==> src/rtl/clock_gen_multi_pkg.sv <==
// Shared types and constants for the multi-channel clock divider.
// Mode encoding, default sizing and the divider value applied at reset.
// Imported by the interface, the channel and the top.
package clock_gen_pkg;

  localparam int DEF_WIDTH  = 16;
  localparam int DEF_NUM_CH = 2;
  // Period of 2 cycles so an enable before any load still yields a clock.
  localparam int RST_DIV    = 1;

  typedef enum logic {
    MODE_TOGGLE = 1'b0,
    MODE_PULSE  = 1'b1
  } mode_e;

endpackage

==> src/rtl/clock_gen_multi_if.sv <==
// Control/status bundle for clock_gen_multi: per-channel enable, mode,
// divider and load requests, global sync, and the per-channel outputs.
// master drives the controls; slave is the divider block.
interface clock_gen_multi_if
  import clock_gen_pkg::*;
#(
  parameter int WIDTH  = DEF_WIDTH,
  parameter int NUM_CH = DEF_NUM_CH
) ();

  logic [NUM_CH-1:0]            en;
  logic [NUM_CH-1:0]            mode;
  logic [NUM_CH-1:0][WIDTH-1:0] divider;
  logic [NUM_CH-1:0]            load;
  logic                         sync;
  logic [NUM_CH-1:0]            clk_out;
  logic [NUM_CH-1:0]            tick;
  logic [NUM_CH-1:0]            pending;

  modport master (
    output en, mode, divider, load, sync,
    input  clk_out, tick, pending
  );

  modport slave (
    input  en, mode, divider, load, sync,
    output clk_out, tick, pending
  );

endinterface

==> src/rtl/clock_gen_multi_channel.sv <==
// One divider channel: counter 0..D_act, tick on the cycle after terminal,
// clk_out as 50% toggle or as a copy of tick. Outputs registered, 1 cycle
// after the terminal cycle. No backpressure; loads are shadowed until a boundary.
module clock_gen_channel
  import clock_gen_pkg::*;
#(
  parameter int WIDTH = DEF_WIDTH
) (
  input  logic             CLOCK_50,
  input  logic             reset,
  input  logic             en,
  input  logic             mode,
  input  logic             load,
  input  logic             sync,
  input  logic [WIDTH-1:0] divider,
  output logic             clk_out,
  output logic             tick,
  output logic             pending
);

  localparam logic [WIDTH-1:0] CNT_ONE = WIDTH'(1);
  localparam logic [WIDTH-1:0] RST_D   = WIDTH'(RST_DIV);

  logic [WIDTH-1:0] cnt, cnt_nxt;
  logic [WIDTH-1:0] d_act, d_act_nxt;
  logic [WIDTH-1:0] d_sh, d_sh_nxt;
  logic             pending_nxt, clk_out_nxt, tick_nxt;
  mode_e            mode_r, mode_nxt;
  logic             terminal;

  assign terminal = en && (cnt == d_act);

  // Next-state: sync beats disable beats terminal beats normal counting.
  always_comb begin
    cnt_nxt     = cnt;
    d_act_nxt   = d_act;
    d_sh_nxt    = d_sh;
    pending_nxt = pending;
    clk_out_nxt = clk_out;
    tick_nxt    = 1'b0;
    mode_nxt    = mode_r;
    if (sync) begin
      // Phase restart; a load in the same cycle goes straight to D_act.
      cnt_nxt     = '0;
      clk_out_nxt = 1'b0;
      mode_nxt    = mode_e'(mode);
      pending_nxt = 1'b0;
      d_act_nxt   = load ? divider : d_sh;
      d_sh_nxt    = load ? divider : d_sh;
    end else if (!en) begin
      // Idle: outputs cleared, any shadow value is applied right away.
      cnt_nxt     = '0;
      clk_out_nxt = 1'b0;
      mode_nxt    = mode_e'(mode);
      d_act_nxt   = d_sh;
      if (load) begin
        d_sh_nxt    = divider;
        pending_nxt = 1'b1;
      end else begin
        pending_nxt = 1'b0;
      end
    end else if (terminal) begin
      // Period boundary: new divider and new mode both take effect here.
      cnt_nxt     = '0;
      tick_nxt    = 1'b1;
      mode_nxt    = mode_e'(mode);
      pending_nxt = 1'b0;
      d_act_nxt   = load ? divider : d_sh;
      d_sh_nxt    = load ? divider : d_sh;
      if (mode_nxt == MODE_PULSE) begin
        // Entering PULSE from TOGGLE starts low; staying in PULSE follows tick.
        clk_out_nxt = (mode_r == MODE_PULSE);
      end else begin
        clk_out_nxt = ~clk_out;
      end
    end else begin
      cnt_nxt = cnt + CNT_ONE;
      if (mode_r == MODE_PULSE) begin
        clk_out_nxt = 1'b0;
      end
      if (load) begin
        d_sh_nxt    = divider;
        pending_nxt = 1'b1;
      end
    end
  end

  // State registers with asynchronous reset to a period-2 TOGGLE channel.
  always_ff @(posedge CLOCK_50 or posedge reset) begin
    if (reset) begin
      cnt     <= '0;
      d_act   <= RST_D;
      d_sh    <= RST_D;
      pending <= 1'b0;
      clk_out <= 1'b0;
      tick    <= 1'b0;
      mode_r  <= MODE_TOGGLE;
    end else begin
      cnt     <= cnt_nxt;
      d_act   <= d_act_nxt;
      d_sh    <= d_sh_nxt;
      pending <= pending_nxt;
      clk_out <= clk_out_nxt;
      tick    <= tick_nxt;
      mode_r  <= mode_nxt;
    end
  end

endmodule

==> src/rtl/clock_gen_multi.sv <==
// NUM_CH independent clock dividers sharing only the sync restart.
// Latency: outputs registered inside each channel, 1 cycle after terminal.
// No backpressure; controls are sampled every rising edge of CLOCK_50.
module clock_gen_multi
  import clock_gen_pkg::*;
#(
  parameter int WIDTH  = DEF_WIDTH,
  parameter int NUM_CH = DEF_NUM_CH
) (
  input  logic               CLOCK_50,
  input  logic               reset,
  clock_gen_multi_if.slave   bus
);

  logic [NUM_CH-1:0] clk_out_w;
  logic [NUM_CH-1:0] tick_w;
  logic [NUM_CH-1:0] pending_w;

  for (genvar g = 0; g < NUM_CH; g++) begin : g_ch
    clock_gen_channel #(
      .WIDTH (WIDTH)
    ) u_ch (
      .CLOCK_50 (CLOCK_50),
      .reset    (reset),
      .en       (bus.en[g]),
      .mode     (bus.mode[g]),
      .load     (bus.load[g]),
      .sync     (bus.sync),
      .divider  (bus.divider[g]),
      .clk_out  (clk_out_w[g]),
      .tick     (tick_w[g]),
      .pending  (pending_w[g])
    );
  end

  assign bus.clk_out = clk_out_w;
  assign bus.tick    = tick_w;
  assign bus.pending = pending_w;

endmodule

==> src/flat_wrapper.sv <==
// flat-port wrapper written by rule: the top's interface ports become plain ports
module clock_gen_multi_flat import clock_gen_pkg::*;
#(
  parameter int WIDTH  = DEF_WIDTH,
  parameter int NUM_CH = DEF_NUM_CH
)
  (CLOCK_50, reset, bus_en, bus_mode, bus_divider, bus_load, bus_sync, bus_clk_out, bus_tick, bus_pending);
  clock_gen_multi_if #(.WIDTH(WIDTH), .NUM_CH(NUM_CH)) bus_i ();
  input  logic CLOCK_50;
  input  logic reset;
  input wire logic [$bits(bus_i.en)-1:0] bus_en;
  input wire logic [$bits(bus_i.mode)-1:0] bus_mode;
  input wire logic [$bits(bus_i.divider)-1:0] bus_divider;
  input wire logic [$bits(bus_i.load)-1:0] bus_load;
  input wire logic [$bits(bus_i.sync)-1:0] bus_sync;
  output wire logic [$bits(bus_i.clk_out)-1:0] bus_clk_out;
  output wire logic [$bits(bus_i.tick)-1:0] bus_tick;
  output wire logic [$bits(bus_i.pending)-1:0] bus_pending;
  assign bus_i.en = bus_en;
  assign bus_i.mode = bus_mode;
  assign bus_i.divider = bus_divider;
  assign bus_i.load = bus_load;
  assign bus_i.sync = bus_sync;
  assign bus_clk_out = bus_i.clk_out;
  assign bus_tick = bus_i.tick;
  assign bus_pending = bus_i.pending;
  clock_gen_multi #(.WIDTH(WIDTH), .NUM_CH(NUM_CH)) u_core (.CLOCK_50(CLOCK_50), .reset(reset), .bus(bus_i));
endmodule
==> config.mk <==
export PLATFORM = sky130hd
export DESIGN_NAME = clock_gen_multi_flat
export DESIGN_NICKNAME = d
export VERILOG_FILES = /design/src/rtl/clock_gen_multi_pkg.sv /design/src/rtl/clock_gen_multi_if.sv /design/src/rtl/clock_gen_multi_channel.sv /design/src/rtl/clock_gen_multi.sv /design/src/flat_wrapper.sv
export SDC_FILE = /design/constraint.sdc
export NUM_CORES = 1
export LEC_CHECK = 0
export CORE_ASPECT_RATIO = 0.6
export CORE_MARGIN = 4
export CORE_UTILIZATION = 48
export CTS_BUF_LIST = sky130_fd_sc_hd__clkbuf_4 sky130_fd_sc_hd__clkbuf_8 sky130_fd_sc_hd__clkbuf_16
export CTS_CLUSTER_SIZE = 40
export DETAILED_ROUTE_END_ITERATION = 16
export GPL_TIMING_DRIVEN = 0
export PLACE_DENSITY = 0.77
export RECOVER_POWER = 100
export SYNTH_ARGS = -nofsm -noshare
export SYNTH_HDL_FRONTEND = slang
export SYNTH_HIERARCHICAL = 1
export SYNTH_SLANG_ARGS = --single-unit
==> constraint.sdc <==
create_clock -name CLOCK_50 -period 2.6 [get_ports CLOCK_50]
set_clock_uncertainty 0.1 [all_clocks]
set_input_delay 0.52 -clock CLOCK_50 [delete_from_list [all_inputs] [get_ports CLOCK_50]]
set_output_delay 0.52 -clock CLOCK_50 [all_outputs]
set_load 0.02 [all_outputs]
==> flow_results.xml <==
<?xml version="1.0" encoding="UTF-8"?>
<metrics>
  <group name="cts">
    <metric name="clock_tree_from_tritoncts" unit="">yes</metric>
    <metric name="clock_insertion_delay_worst_skew" unit="ps">340</metric>
    <metric name="cts.sink_count" unit="">104</metric>
    <metric name="clk_pin_slew" unit="ps">70</metric>
    <metric name="htree_levels" unit="">3</metric>
    <metric name="cts_setup_buffers" unit="">0</metric>
  </group>
  <group name="synthesis">
    <metric name="post_synth.cell_area_avg" unit="sq um">11.7</metric>
    <metric name="synth_top_cell_by_count" unit="">dfrtp_1</metric>
    <metric name="ys_warnings" unit="">6</metric>
    <metric name="postSynthSeqShare" unit="">0.523</metric>
    <metric name="top_area_cell" unit="">dfrtp_1</metric>
    <metric name="synth.lib_cells_used.distinct" unit="">25</metric>
  </group>
  <group name="sta">
    <metric name="totalNegativeSetupSlack" unit="ps">0</metric>
    <metric name="rsz0062_at_grt" unit="">no</metric>
    <metric name="finalCriticalPeriod" unit="ps">2350</metric>
    <metric name="timing.fmax" unit="MHz">426</metric>
    <metric name="final-setup-viol-count" unit="">0</metric>
  </group>
  <group name="power">
    <metric name="combinationalPowerShare" unit="">0.129</metric>
    <metric name="power.share.clock" unit="">0.349</metric>
    <metric name="swShare" unit="">0.250</metric>
    <metric name="intPower" unit="mW">2.67</metric>
  </group>
  <group name="setup_path">
    <metric name="worst_endpoint_data_arrival_time" unit="ps">2480</metric>
    <metric name="nature_of_the_critical_path_endpoint" unit="">flip-flop</metric>
    <metric name="critical_path_class" unit="">reg2reg</metric>
    <metric name="crit_start" unit="">u_core/g_ch[0].u_ch/cnt[9]</metric>
  </group>
  <group name="floorplan">
    <metric name="die_area" unit="sq um">12100</metric>
    <metric name="fp_util" unit="">0.500</metric>
    <metric name="num_rows" unit="">28</metric>
  </group>
  <group name="grt">
    <metric name="antenna_found_initial" unit="">0</metric>
    <metric name="grt_first_pass_wirelength" unit="um">17100</metric>
    <metric name="grt_pass1_vias" unit="">3262</metric>
  </group>
  <group name="run_status">
    <metric name="result_of_the_run" unit="">completed</metric>
  </group>
  <group name="drt">
    <metric name="drt_iter0_drcs" unit="">209</metric>
    <metric name="drt-pass1-iter-count" unit="">4</metric>
  </group>
  <group name="placement">
    <metric name="post-dp-hpwl" unit="um">7560</metric>
  </group>
  <group name="min_path">
    <metric name="hold_path_class" unit="">reg2reg</metric>
  </group>
  <group name="finish">
    <metric name="final_area" unit="sq um">5900</metric>
  </group>
</metrics>
==> sequential cells by signal (all words and copies together) (netlist names) <==
name                      flops
u_core/g_ch.u_ch/cnt         32
u_core/g_ch.u_ch/d_act       32
u_core/g_ch.u_ch/d_sh        32
u_core/g_ch.u_ch/clk_out      2
u_core/g_ch.u_ch/mode_r       2
u_core/g_ch.u_ch/pending      2
u_core/g_ch.u_ch/tick         2
==> critical path: stages, from the launching register on <==
cell      delay (ps)
dfrtp_1          460
xor2_1           170
nor4_1           360
nand4_1          420
nand2b_1         220
buf_6            160
mux2_2           340
==> cell type report <==
class | count | area, sq um
repair buffers | 46 | 473
fillers | 792 | 4090
plain buffers | 18 | 128
clock buffers | 11 | 246
flip-flops and latches | 104 | 2610
clock inverters | 3 | 20.0
multi-input cells | 264 | 2100
inverters | 40 | 150
well taps | 135 | 169
==> kinds of logic after synthesis <==
| group | count (synthesis) | share of synthesized area |
|---|---|---|
| compound gates | 6 | 0.00752 |
| xor+xnor | 60 | 0.105 |
| fa+ha+maj | 2 | 0.00501 |
| buf+inv | 58 | 0.0562 |
| flops | 104 | 0.523 |
| mux | 98 | 0.205 |
| simple gates | 98 | 0.0983 |
==> power groups by stage <==
stage	Clock (mW)	Sequential [mW]	Combinational [mW]
finish	1.24	1.86	0.460
global route	1.34	1.87	0.517
CTS	1.27	1.86	0.479
detailed placement	0	1.89	0.475
global placement	0	1.88	0.452
floorplan	0	1.86	0.325
==> routing by layer <==
metal / global-route usage / share of wire
met2: 0.231 / 0.39
met3: 0.0499 / 0.084
met1: 0.283 / 0.51
met4: 0.0633 / 0.015
met5: 0 / 0
==> layout by cell type, fill, tap and decap left out, drive strengths merged, types with 7 or more instances in the layout <==
master           n
dfrtp          100
mux2i           64
xor2            50
inv             40
nor2            38
clkdlybuf4s50   37
mux2            34
clkbuf          19
nand3           14
buf             12
xnor2           10
nor4             8
nand2            8
dlygate4sd3      7
==> stage by stage <==
| stage | power, mW | setup WS [ps] | std cells | hold slack [ps] | util |
|---|---|---|---|---|---|
| 6_report | 3.56 | 254 | 621 | 376 | 0.590 |
| 5_1_grt | 3.73 | 87.6 | 621 | 397 | 0.590 |
| 4_1_cts | 3.61 | 315 | 621 | 379 | 0.592 |
| 3_5_place_dp | 2.36 | 122 | 607 | 371 | 0.566 |
| 3_3_place_gp | 2.33 | -263 | 605 | 364 | 0.561 |
| 2_1_floorplan | 2.18 | 725 | 426 | 351 | - |
==> worst paths after layout <==
| check | to | slack (ps) | cells after the start |
|---|---|---|---|
| min | u_core/g_ch[1].u_ch/d_act[0] | 380 | 2 |
| min reg2reg | u_core/g_ch[1].u_ch/d_act[0] | 380 | 2 |
| max reg2reg | u_core/g_ch[0].u_ch/mode_r | 250 | 6 |
| max | u_core/g_ch[0].u_ch/mode_r | 250 | 6 |
| max in group asynchronous | u_core/g_ch[0].u_ch/d_sh[2] | 430 | 3 |
| min in group asynchronous | u_core/g_ch[0].u_ch/cnt[12] | 720 | 2 |
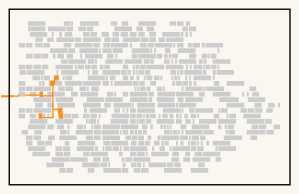
Fig. 1. I/O nets highlighted.
(2 px per um)
[bus_sync] orange | bits: 1 | direction: input | edge: left | end cells: 6 | wire: 53.7 um
ports placed on the boundary: 47
number of buffers added on ports: 44

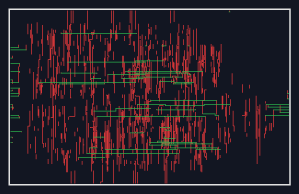
Fig. 2. Metal layers overlaid.
(2 px per um) Only two layers are drawn.
[met3] green | wire length: 851 um
[met2] red | wire length: 3890 um
global-route total usage across every layer: 0.179
vias: 3177
wirelength, routed: 10100 um
average wire per cell in the routed design: 16.2 um

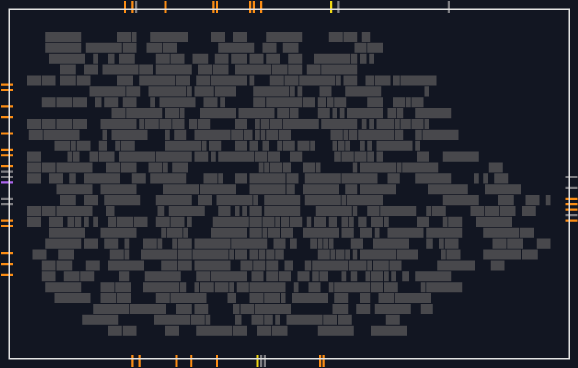
Fig. 3. I/O pins on the die edge.
(4 px per um) Pins as bars across the die edge, other pins in gray.
[bus_mode] yellow | pins: 2 | direction: input | edge: 1 top, 1 bottom
[bus_sync] purple | pins: 1 | direction: input | edge: left
[bus_divider] orange | pins: 32 | direction: input | edge: 13 left, 8 top, 7 bottom, 4 right
all pins by edge: 18 left, 12 top, 10 bottom, 7 right
height of the die: 87.0 um
width of the chip: 140 um

No activity file was given, so power comes from the tool's default toggle rates.
